==> config.mk <==
export PLATFORM = sky130hd
export DESIGN_NAME = apb_master_bridge_flat
export DESIGN_NICKNAME = d
export VERILOG_FILES = /design/src/rtl/apb_master_bridge_if.sv /design/src/rtl/apb_master_bridge.sv /design/src/flat_wrapper.sv
export SDC_FILE = /design/constraint.sdc
export NUM_CORES = 1
export LEC_CHECK = 0
export CORE_MARGIN = 2
export CORE_UTILIZATION = 33
export DETAILED_ROUTE_END_ITERATION = 10
export GPL_ROUTABILITY_DRIVEN = 0
export GPL_TIMING_DRIVEN = 0
export PLACE_DENSITY = 0.67
export SYNTH_ARGS = -nofsm -noshare
export SYNTH_HDL_FRONTEND = slang
export SYNTH_SLANG_ARGS = --single-unit
==> constraint.sdc <==
create_clock -name PClk -period 1.7 [get_ports PClk]
set_input_delay 0.34 -clock PClk [delete_from_list [all_inputs] [get_ports PClk]]
set_output_delay 0.34 -clock PClk [all_outputs]
set_load 0.05 [all_outputs]
**Run 1: routing congestion**

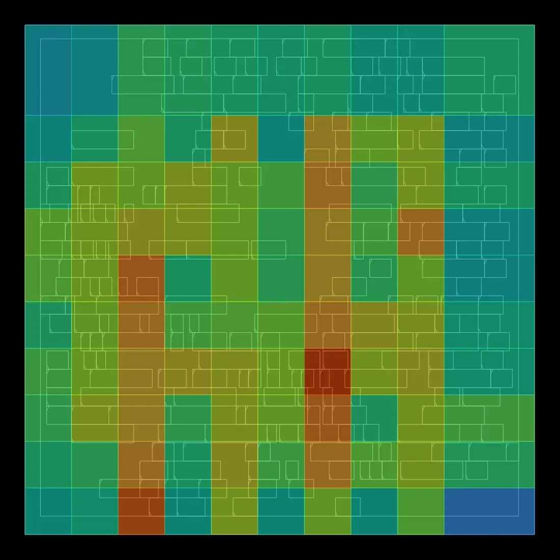
final standard cell utilization of the core: 0.529
global routing usage summed across all routing layers: 0.133

**Run 1: wiring by layer**

(4 px per um)
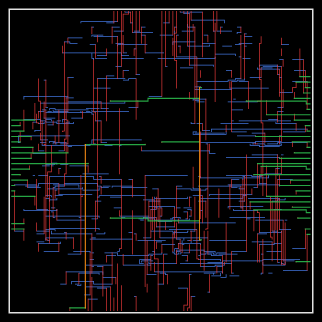
M2 -> red  # wire length 1570 um
M4 -> orange  # wire length 78.9 um
M1 -> blue  # wire length 1520 um
M3 -> green  # wire length 345 um
final wirelength: 3520 um
vias post-DR: 1247
detail-routed net length per standard cell: 12.2 um

**Run 1: layout detail**

Window x 47 to 67, y 9 to 29 um. Cells in gray, sequential cells in the stronger gray; small squares are vias.
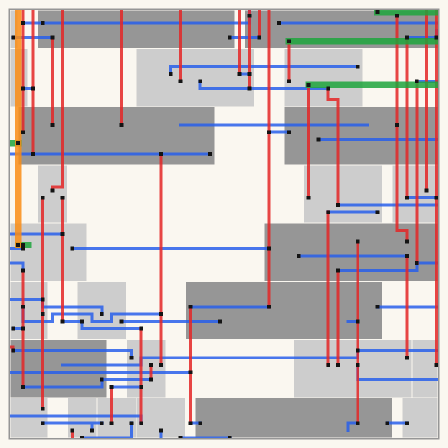
M2 -> red
M4 -> orange
M1 -> blue
M3 -> green
cells with their middle in the window = 20
most frequent = dfrtp_1 (7)
sequential cells in the window = 7

==> flow.log, run 1 <==
[metrics] run summary
[metrics] Final TNS setup: 0 ns
[metrics] Worst-Skew Late Latency: 0.29 ns
[metrics] power density over the cells: 1960 nW/um2
[metrics] register-to-register setup slack: 0.18 ns
[metrics] antenna diode count: 0
[metrics] most numerous cell types in the synthesized netlist: 41 x dfrtp_1, 21 x nand2_1, 13 x mux2_4
[metrics] combinational group power: 2.96 mW
[metrics] GR met2 Demand/Resource: 0.207
[metrics] number of tapcells: 70
[metrics] number of OpenROAD warnings: 29
[metrics] post-DR vias/cell: 4.33
[metrics] Leak Pwr: 1.31 nW
[metrics] number of maximum-capacitance violations: 0
[metrics] number of I/O pins: 79
[metrics] Signal inverters: 6
[metrics] Crit Path Category: flop to output pin
[metrics] share of layout cells above drive strength 1: 0.211
[metrics] power consumed by the clock network: 0.686 mW
[metrics] number of antenna violations at the first check in global routing: 0
[metrics] net switching power figure: 2.48 mW
[metrics] worst hold path type: input port to asynchronous set/reset pin
[metrics] dominant synthesized flop cell: dfrtp_1
[metrics] Final Critical Period: 1.67 ns
[metrics] crit-path max FO: 6
[metrics] Init Core Util: 0.337
[metrics] TritonCTS Buffers: 5
[metrics] number of standard cells in the final layout excluding fillers: 288
[metrics] count of hold buffers inserted by post-cts repair: 0
[metrics] number of H-tree levels: 2
[metrics] yosys xor share: 0
[metrics] netlist area before placement: 1690 um2
[metrics] syn_area_per_cell: 12.8 um2
[metrics] post-synth net total: 174
[metrics] peak ir drop on the vdd network: 950 uV
[metrics] most popular library cell in the synthesized design by count: dfrtp_1
[metrics] unrepaired setup endpoints after global routing: true
[metrics] Filler Cells Inserted: 485
[metrics] top logic cell family in the synthesized netlist: multiplexers
[metrics] yosys warning tally: 0
[metrics] arrival time worst endpoint: 1.33 ns
[metrics] number of cells in Yosys stat: 132
[metrics] outcome: finished clean
[metrics] path length in cells of the critical path: 4
[metrics] final cell area excluding filler cells: 2650 um2
[metrics] number of flip-flops in the largest register: 16
[metrics] most common cell after layout, fill and taps aside: dfrtp_1
[metrics] number of I/O port buffers: 77
[metrics] number of DRC markers after the initial detailed-route iteration: 46
[metrics] largest power group: combinational cells
[metrics] final period utilization: 0.980
[metrics] most area-consuming cells after synthesis: dfrtp_1 61%, mux2_4 12%, nand2_1 4.7%
[metrics] number of optimization iterations in the first detailed-route pass: 2
[metrics] top cell type by total area after synthesis: dfrtp_1
[metrics] critical path's top delay family: flip-flops
[metrics] Compound Share, Synth: 0.0497
[metrics] net switching fraction of the power: 0.478
[metrics] multi-input combinational area share: 0.244
[metrics] sequential share of cell area: 0.387
[metrics] portion of total power attributed to combinational logic: 0.570
[metrics] uppermost signal routing layer after detailed routing: met4
[metrics] number of endpoints failing setup at the final stage: 0
[metrics] placeable core region: 5010 um2
[metrics] number of logic gates: 80
[metrics] Global Route met1 Usage: 0.162
[metrics] Final Hold Violation Tally: 0
[metrics] Reg clk slew, reported paths: 0.07 ns
[metrics] met1 WL: 1520 um
[metrics] number of storage elements in the synthesis netlist: 41
[metrics] detailed placement HPWL: 2600 um
[metrics] EDFF count, synth: 0
[metrics] floorplan die width: 75.5 um
[metrics] area share of buffers outside the clock network: 0.289
[metrics] final worst-path setup slack: 0.0342 ns
[metrics] Max Clock Freq: 600 MHz
[metrics] M3 GR Usage: 0.0489
[metrics] worst-case hold slack: 0.164 ns
[metrics] Mux area share: 0.148
[metrics] clock tree from TritonCTS: yes
[metrics] Startpoint Class: flop
[metrics] Multi-input gate area: 648 um2
[metrics] cell chain of the critical path: inv_2 > ha_4 > and3b_1 > buf_6
**Run 1: register map, names as in the netlist**

(6 px per um) Other sequential cells in the stronger gray, the rest of the logic in the fainter gray.
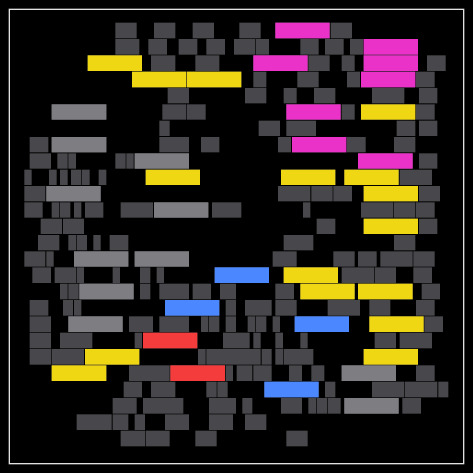

==> run 2, diff against run 1 <==
Settings changed: CORE_UTILIZATION 33 to 40, PLACE_DENSITY 0.67 to 0.78.
**Run 2: register map, names as in the netlist**

(6 px per um) Other sequential cells in the stronger gray, the rest of the logic in the fainter gray.
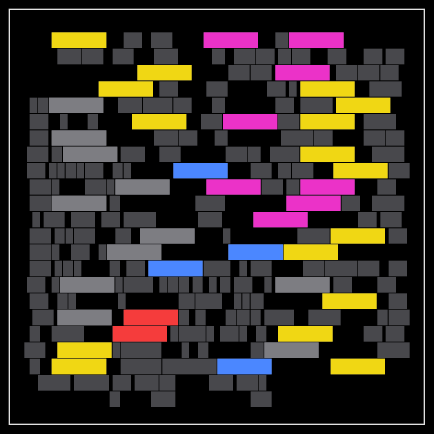
u_core.bus.PAddr -> yellow  # sequential cells 16, where widely spread
u_core.bus.rsp_rdata -> magenta  # sequential cells 8
u_core.cnt -> blue  # sequential cells 4
u_core.state -> red  # sequential cells 2
not colored = 11
sequential share of cell area: 0.396
sequential logic power: 1.55 mW
area of all sequential standard cells: 1030 um2

==> flow.log, run 2 <==
[metrics] run summary
[metrics] number of cells in Yosys stat: 132 (unchanged)
[metrics] worst hold path type: input port to asynchronous set/reset pin (unchanged)
[metrics] number of optimization iterations in the first detailed-route pass: 4 (was 2)
[metrics] Reg clk slew, reported paths: 0.07 ns (about the same)
[metrics] Multi-input gate area: 648 um2 (unchanged)
[metrics] number of tapcells: 50 (was 70)
[metrics] final period utilization: 0.972 (was 0.980)
[metrics] detailed placement HPWL: 2580 um (was 2600 um)
[metrics] top cell type by total area after synthesis: dfrtp_1 (unchanged)
[metrics] floorplan die width: 68.9 um (was 75.5 um)
[metrics] most area-consuming cells after synthesis: dfrtp_1 61%, mux2_4 12%, nand2_1 4.7% (unchanged)
[metrics] power consumed by the clock network: 0.589 mW (was 0.686 mW)
[metrics] Startpoint Class: flop (unchanged)
[metrics] register-to-register setup slack: 0.19 ns (was 0.18 ns)
[metrics] number of storage elements in the synthesis netlist: 41 (unchanged)
[metrics] arrival time worst endpoint: 1.31 ns (was 1.33 ns)
[metrics] power density over the cells: 1960 nW/um2 (about the same)
[metrics] Final Hold Violation Tally: 0 (unchanged)
[metrics] Worst-Skew Late Latency: 0.29 ns (about the same)
[metrics] critical path's top delay family: flip-flops (unchanged)
[metrics] antenna diode count: 0 (unchanged)
[metrics] Final TNS setup: 0 ns (unchanged)
[metrics] post-DR vias/cell: 4.66 (was 4.33)
[metrics] dominant synthesized flop cell: dfrtp_1 (unchanged)
[metrics] Signal inverters: 6 (unchanged)
[metrics] Mux area share: 0.148 (unchanged)
[metrics] uppermost signal routing layer after detailed routing: met4 (unchanged)
[metrics] detail-routed net length per standard cell: 13.0 um (was 12.2 um)
[metrics] number of maximum-capacitance violations: 0 (unchanged)
[metrics] largest power group: combinational cells (unchanged)
[metrics] number of antenna violations at the first check in global routing: 0 (unchanged)
[metrics] path length in cells of the critical path: 4 (unchanged)
[metrics] portion of total power attributed to combinational logic: 0.579 (was 0.570)
[metrics] final wirelength: 3480 um (was 3520 um)
[metrics] number of flip-flops in the largest register: 16 (unchanged)
[metrics] outcome: finished clean (unchanged)
[metrics] number of H-tree levels: 2 (unchanged)
[metrics] Compound Share, Synth: 0.0497 (unchanged)
[metrics] GR met2 Demand/Resource: 0.256 (was 0.207)
[metrics] syn_area_per_cell: 12.8 um2 (unchanged)
[metrics] yosys warning tally: 0 (unchanged)
[metrics] worst-case hold slack: 0.175 ns (was 0.164 ns)
[metrics] final cell area excluding filler cells: 2590 um2 (was 2650 um2)
[metrics] number of logic gates: 80 (unchanged)
[metrics] number of endpoints failing setup at the final stage: 0 (unchanged)
[metrics] multi-input combinational area share: 0.250 (was 0.244)
[metrics] top logic cell family in the synthesized netlist: multiplexers (unchanged)
[metrics] yosys xor share: 0 (unchanged)
[metrics] Leak Pwr: 1.29 nW (was 1.31 nW)
[metrics] most common cell after layout, fill and taps aside: dfrtp_1 (unchanged)
[metrics] unrepaired setup endpoints after global routing: true (unchanged)
[metrics] final worst-path setup slack: 0.0475 ns (was 0.0342 ns)
**Run 2: routing congestion**

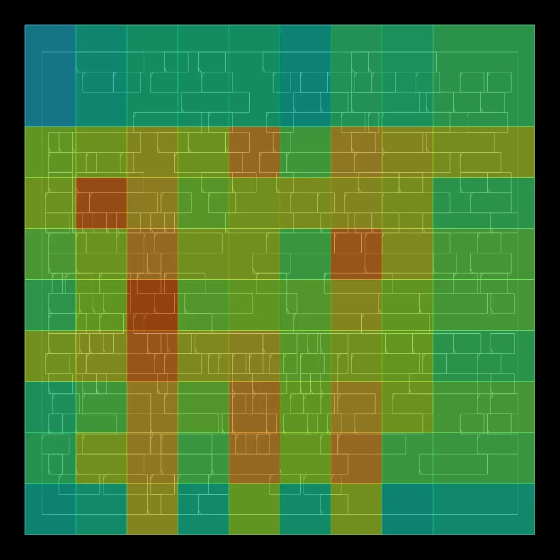
M3 GR Usage: 0.0731
GRT busiest layer: met2
Global Route met1 Usage: 0.184
final standard cell utilization of the core: 0.643

No activity file was given, so power comes from the tool's default toggle rates.
